[config.mk]
export PLATFORM = sky130hd
export DESIGN_NAME = nv_nvdla_cmac_seq
export DESIGN_NICKNAME = d
export VERILOG_FILES = /design/src/rtl/nv_nvdla_cmac_seq.sv
export SDC_FILE = /design/constraint.sdc
export NUM_CORES = 1
export LEC_CHECK = 0
export CORE_ASPECT_RATIO = 1.5
export CORE_MARGIN = 5
export CORE_UTILIZATION = 30
export DETAILED_ROUTE_END_ITERATION = 10
export DONT_BUFFER_PORTS = 1
export SYNTH_ARGS = -nofsm -noshare
export SYNTH_HDL_FRONTEND = slang
export SYNTH_SLANG_ARGS = --single-unit
[constraint.sdc]
create_clock -name nvdla_core_clk -period 7.7 [get_ports nvdla_core_clk]
set_input_delay 0.77 -clock nvdla_core_clk [delete_from_list [all_inputs] [get_ports nvdla_core_clk]]
set_output_delay 0.77 -clock nvdla_core_clk [all_outputs]
set_load 0.01 [all_outputs]
[src/rtl/nv_nvdla_cmac_seq.sv]
// CMAC layer sequencer: tracks in-flight packets, detects layer completion, drives clock-gate enables.
// Optional stall watchdog enabled by defining NVDLA_CMAC_SEQ_WATCHDOG_EN.
module nv_nvdla_cmac_seq #(
    parameter int CMAC_SLCG_NUM = 3,
    parameter int INFL_W        = 4,
    parameter int SLCG_HOLD     = 4,
    parameter int WDOG_CYC      = 1024
) (
    input  logic                     nvdla_core_clk,
    input  logic                     nvdla_core_rstn,
    input  logic                     reg2dp_op_en,
    input  logic                     reg2dp_conv_mode,
    input  logic                     sc2mac_dat_pvld,
    input  logic [8:0]               sc2mac_dat_pd,
    input  logic                     mac2accu_pvld,
    input  logic [8:0]               mac2accu_pd,
    output logic                     dp2reg_done,
    output logic [CMAC_SLCG_NUM-1:0] slcg_op_en,
    output logic                     cmac_mode,
    output logic                     seq_busy,
    output logic                     seq_err
);

    typedef enum logic [1:0] {S_IDLE, S_RUN, S_DRAIN, S_DONE} seq_state_t;

    localparam int HOLD_W = (SLCG_HOLD < 1) ? 1 : $clog2(SLCG_HOLD + 1);
    localparam logic [INFL_W-1:0] INFL_MAX = '1;

    seq_state_t        state_reg, state_next;
    logic [INFL_W-1:0] infl_cnt_reg, cnt_upd;
    logic [HOLD_W-1:0] hold_reg, hold_next;
    logic              in_end_reg, out_end_reg, armed_reg, slcg_reg;
    logic              in_last, out_last, out_end_seen, busy_state;
    logic              sat_hi, sat_lo, in_err, err_hit;
    logic              layer_start, layer_abort, flush, wdog_fire;
    logic              unused_pd_bits;

    assign unused_pd_bits = ^{sc2mac_dat_pd[7:0], mac2accu_pd[7:0]};

    assign in_last      = sc2mac_dat_pvld & sc2mac_dat_pd[8];
    assign out_last     = mac2accu_pvld & mac2accu_pd[8];
    assign out_end_seen = out_end_reg | out_last;
    assign busy_state   = (state_reg == S_RUN) || (state_reg == S_DRAIN);

    // Simultaneous in/out cancel; lone updates saturate at the counter limits.
    assign sat_hi = sc2mac_dat_pvld & ~mac2accu_pvld & (infl_cnt_reg == INFL_MAX);
    assign sat_lo = ~sc2mac_dat_pvld & mac2accu_pvld & (infl_cnt_reg == '0);

    always_comb begin
        cnt_upd = infl_cnt_reg;
        if (sc2mac_dat_pvld && !mac2accu_pvld && !sat_hi)
            cnt_upd = infl_cnt_reg + INFL_W'(1);
        else if (!sc2mac_dat_pvld && mac2accu_pvld && !sat_lo)
            cnt_upd = infl_cnt_reg - INFL_W'(1);
    end

    assign in_err = sc2mac_dat_pvld &
                    ((state_reg == S_IDLE) || (state_reg == S_DONE) ||
                     ((state_reg == S_DRAIN) && in_end_reg));
    assign err_hit = sat_hi | sat_lo | in_err | wdog_fire;

`ifdef NVDLA_CMAC_SEQ_WATCHDOG_EN
    localparam int WDOG_W = (WDOG_CYC < 2) ? 1 : $clog2(WDOG_CYC + 1);
    logic [WDOG_W-1:0] wdog_cnt_reg;

    // Fires on the WDOG_CYC-th consecutive cycle without any packet activity.
    assign wdog_fire = busy_state & reg2dp_op_en & ~sc2mac_dat_pvld & ~mac2accu_pvld &
                       (wdog_cnt_reg == WDOG_W'(WDOG_CYC - 1));

    always_ff @(posedge nvdla_core_clk or negedge nvdla_core_rstn) begin
        if (!nvdla_core_rstn)
            wdog_cnt_reg <= '0;
        else if (!busy_state || sc2mac_dat_pvld || mac2accu_pvld || wdog_fire)
            wdog_cnt_reg <= '0;
        else
            wdog_cnt_reg <= wdog_cnt_reg + WDOG_W'(1);
    end
`else
    localparam int WDOG_LIMIT_UNUSED = WDOG_CYC;
    assign wdog_fire = 1'b0;
`endif

    always_comb begin
        state_next  = state_reg;
        layer_start = 1'b0;
        layer_abort = 1'b0;
        case (state_reg)
            S_IDLE: begin
                if (reg2dp_op_en && armed_reg) begin
                    state_next  = S_RUN;
                    layer_start = 1'b1;
                end
            end
            S_RUN: begin
                if (!reg2dp_op_en) begin
                    state_next  = S_IDLE;
                    layer_abort = 1'b1;
                end else if (in_last)
                    state_next = S_DRAIN;
                else if (wdog_fire)
                    state_next = S_DONE;
            end
            S_DRAIN: begin
                if (!reg2dp_op_en) begin
                    state_next  = S_IDLE;
                    layer_abort = 1'b1;
                end else if (out_end_seen && (cnt_upd == '0))
                    state_next = S_DONE;
                else if (wdog_fire)
                    state_next = S_DONE;
            end
            default: state_next = S_IDLE;
        endcase
    end

    assign flush = layer_abort | wdog_fire;

    // Clock gates stay open for SLCG_HOLD cycles after the layer leaves the active states.
    always_comb begin
        hold_next = hold_reg;
        if (state_reg != S_IDLE && state_next == S_IDLE)
            hold_next = HOLD_W'(SLCG_HOLD);
        else if (state_next != S_IDLE)
            hold_next = '0;
        else if (hold_reg != '0)
            hold_next = hold_reg - HOLD_W'(1);
    end

    always_ff @(posedge nvdla_core_clk or negedge nvdla_core_rstn) begin
        if (!nvdla_core_rstn) begin
            state_reg    <= S_IDLE;
            infl_cnt_reg <= '0;
            in_end_reg   <= 1'b0;
            out_end_reg  <= 1'b0;
            armed_reg    <= 1'b1;
            hold_reg     <= '0;
            slcg_reg     <= 1'b0;
            dp2reg_done  <= 1'b0;
            cmac_mode    <= 1'b0;
            seq_busy     <= 1'b0;
            seq_err      <= 1'b0;
        end else begin
            state_reg    <= state_next;
            infl_cnt_reg <= flush ? '0 : cnt_upd;
            hold_reg     <= hold_next;

            if (flush || state_reg == S_DONE)
                in_end_reg <= 1'b0;
            else if (state_reg == S_RUN && in_last)
                in_end_reg <= 1'b1;

            if (flush || state_reg == S_DONE)
                out_end_reg <= 1'b0;
            else if (busy_state && out_last)
                out_end_reg <= 1'b1;

            // A finished layer must see op_en low before the next one may start.
            if (state_next == S_DONE)
                armed_reg <= 1'b0;
            else if (!reg2dp_op_en)
                armed_reg <= 1'b1;

            if (layer_start)
                cmac_mode <= reg2dp_conv_mode;

            if (layer_start)
                seq_err <= 1'b0;
            else if (err_hit)
                seq_err <= 1'b1;

            dp2reg_done <= (state_next == S_DONE);
            seq_busy    <= (state_next == S_RUN) || (state_next == S_DRAIN);
            slcg_reg    <= (state_next != S_IDLE) || (hold_next != '0);
        end
    end

    assign slcg_op_en = {CMAC_SLCG_NUM{slcg_reg}};

endmodule

==> CHANGELOG.md <==
### Metrics

- Outcome: finished clean
- Flop count: 17
- Post-route minimum period: 2.70 ns
- Final hold violation count: 0
- Worst-path fanout max: 6
- Non-clock buffer area fraction after layout: 0
- Initial drt markers: 20
- Die Y: 85.4 um
- Fin nets: 151
- Sequential Power: 170 uW
- Fill cells: 376
- Synthesized Nets: 153
- Hold Buf Count CTS: 0
- Comb/total area: 0.527
- Largest net degree at the start of global routing: 18
- Wire per inst: 14.0 um
- Total negative slack: 0 ns
- DRT met1 WL: 861 um
- Most instantiated cells after synthesis: dfrtp_1, ha_1, inv_1, nand2_1, a21oi_1
- WP depth: 9
- Placer Congestion: 0.762
- Distinct lib cells used: 42
- Pint: 251 uW
- And-or/or-and share of the synthesized area: 0.187
- First-pass GRT wire length: 3.92 mm
- Signal buffers: 0
- Worst VDD drop: 0.000194 V
- Max reg flops: 4
- Die Span X: 60.3 um
- Clk pwr: 62.4 uW
- Crit path DRT: 7.81 ns
- Rel. slew slack: 0.708
- Final worst-path cycle share: 0.350
- CP Capture Type: register
- Number of ordinary inverters in the final layout: 10
- Post-synthesis adder-cell area fraction: 0.110
- Main logic family: simple AND/OR/NAND/NOR gates
- Setup crit end: slcg_reg$_DFF_PN0_
- Max-cap violations: 0
- Clock Skew: 0.00118 ns
- Fin Hold WS: 0.218 ns
- Post-synth top area cell: dfrtp_1
- Late-Pin Clk Latency: 0.24 ns
- Launch point of the worst reg-to-reg path: infl_cnt_reg[0]$_DFF_PN0_
- Critical path buffer and inverter count: 0
- Combinational fraction of design power: 0.451
- Placed cell count: 155
- Fmax: 0.371 GHz
- Start point of the critical path: infl_cnt_reg[0]$_DFF_PN0_
- Syn. warnings: 0
- Syn Area/Cell: 9.56 sq um
- DP HPWL: 1.74 mm
- Placed inst area: 1140 sq um
- Tightest Pin Transition: 0.437 ns
- Crit path kind: reg2reg
- Met3 wire length: 90 um
- Psw: 173 uW
- CP peak stage delay: 0.46 ns
- R2R cell count: 9
- Post-synth EDFFs: 0
- Most frequent CP cell: ha_1
- CTS resizes: 0
- Final setup viols: 0
- Met1 Usage GRT: 0.0984
- Top cells by area: dfrtp_1, ha_1, buf_4
- Drt first pass iters: 4
- Top cell category: combinational gates
- Number of global-route vias before repair: 906
- # clock sinks: 17
- Clock slew at reported path FFs: 0.06 ns
- Share of cells above drive strength 1: 0.103
- Post-CTS Setup Inserts: 0
- Setup ws final: 5.00 ns
- P&R area growth vs syn: 4.62%
- Clock-cell share of area: 0.0379
- N_diodes: 0
- Residual overflow from global routing: 0
- RSZ-0062 raised after global routing: false
- H-tree depth: 1
- HP Class: in2async
- Worst EP arrival: 2.81 ns
- Top-count cell post-synth: dfrtp_1
- Syn Inst Count: 119
- Pwr dens: 356 nW/um^2
- Comb_multi_in: 85
- FFs w/ async S/R, synth: 1.00
- Element type at the critical path start: register
- Setup slack, reg-to-reg: 5.00 ns
- CTS tree: built
- Starting Density: 0.309
- Root Driver: clkbuf_8
- Core Util, Final: 0.323
- Synth Area in Simple Gates: 0.229
- Delay-heaviest family, CP: simple AND/OR/NAND/NOR gates
- Non-Filler Instances: 159
- Flop share of the area: 0.359
- Critical path's slowest cell: or4_1
- Vias per cell: 5.31
- Reg-to-Reg End: slcg_reg$_DFF_PN0_
- Seq share, synth: 0.375
- Static leakage: 0.555 nW
- Final Power: 423 uW
- Site row count: 27
- XOR/XNOR share of the synthesized area: 0.0154
- Main flop type: dfrtp_1
- Most common logic cells in the final layout: dfrtp_1, inv_1, ha_1
- Top-area cell share: 0.352
- Core area: 3680 sq um
- Total Routing Usage GR: 0.0974
- Synth mux share: 0.00990
- Pre-CTS setup slack: 4.97 ns
- Largest power group: combinational cells
- Clock buf count: 4
- Clock Tree Buf Depth: 2
- Io pins: 31
- Yosys stat chip area: 1140 sq um
- Mapped Area: 1140 sq um
- Sequential share of power: 0.402
- # Taps: 43
- Post-route DRC: 0
- Yosys Instances: 119
- Met2 WL: 1.25 mm
- Initial antenna violation count: 0
- Fin. max-slew vios: 0
- Met3 Resource Use GR: 0.0259
- Port buffer count: 0
- Power Combinational: 191 uW
- Tool warnings: 48
- Most instantiated logic cell after routing: dfrtp_1
- Switching fraction of total power: 0.408
- Num CTS Buffers: 3
- Clock Power Share: 0.147
- Final Instance Area: 1190 sq um
- Most used routing layer: met2
- DIE AREA: 5150 sq um
- Antenna violation net count after detailed routing: 0
### The metal 1 layer

Scale bar: 20 um. Supply wires on this layer in grey. Cells faint in the background.
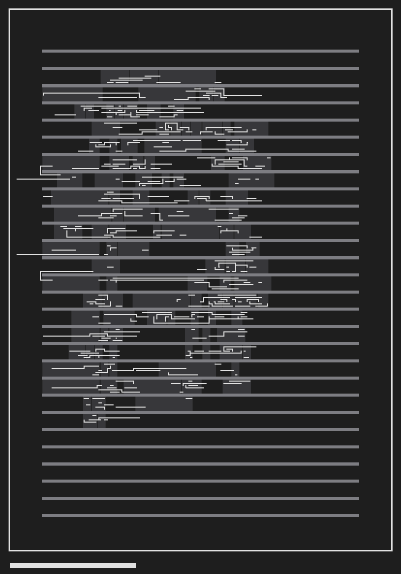
- main direction: horizontal
- share of all routed wire: 39%
- nets with wire on the layer: 119
- longest straight run: 19.8 um
total wire length: 2.22 mm
total number of vias: 844

### The metal 2 layer

Scale bar: 20 um. Cells faint in the background.
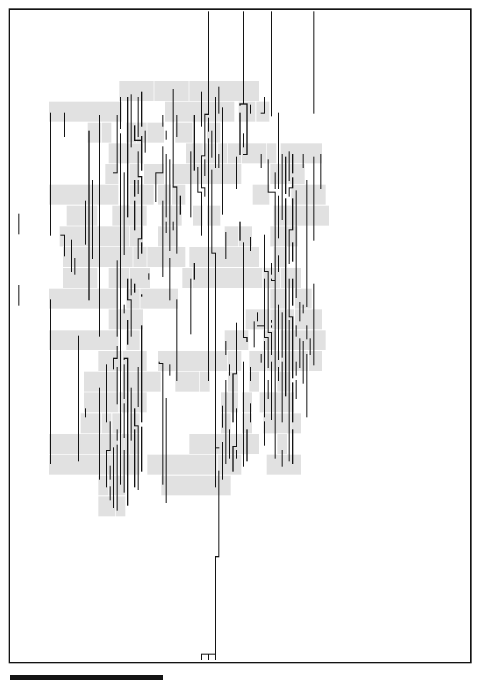
- wire length on this layer: 1250 um
- nets with wire on the layer: 109
- longest straight run: 45.9 um
M2 GR Usage: 0.179

Power figures rest on the tool's default switching activity, not on a simulated workload.
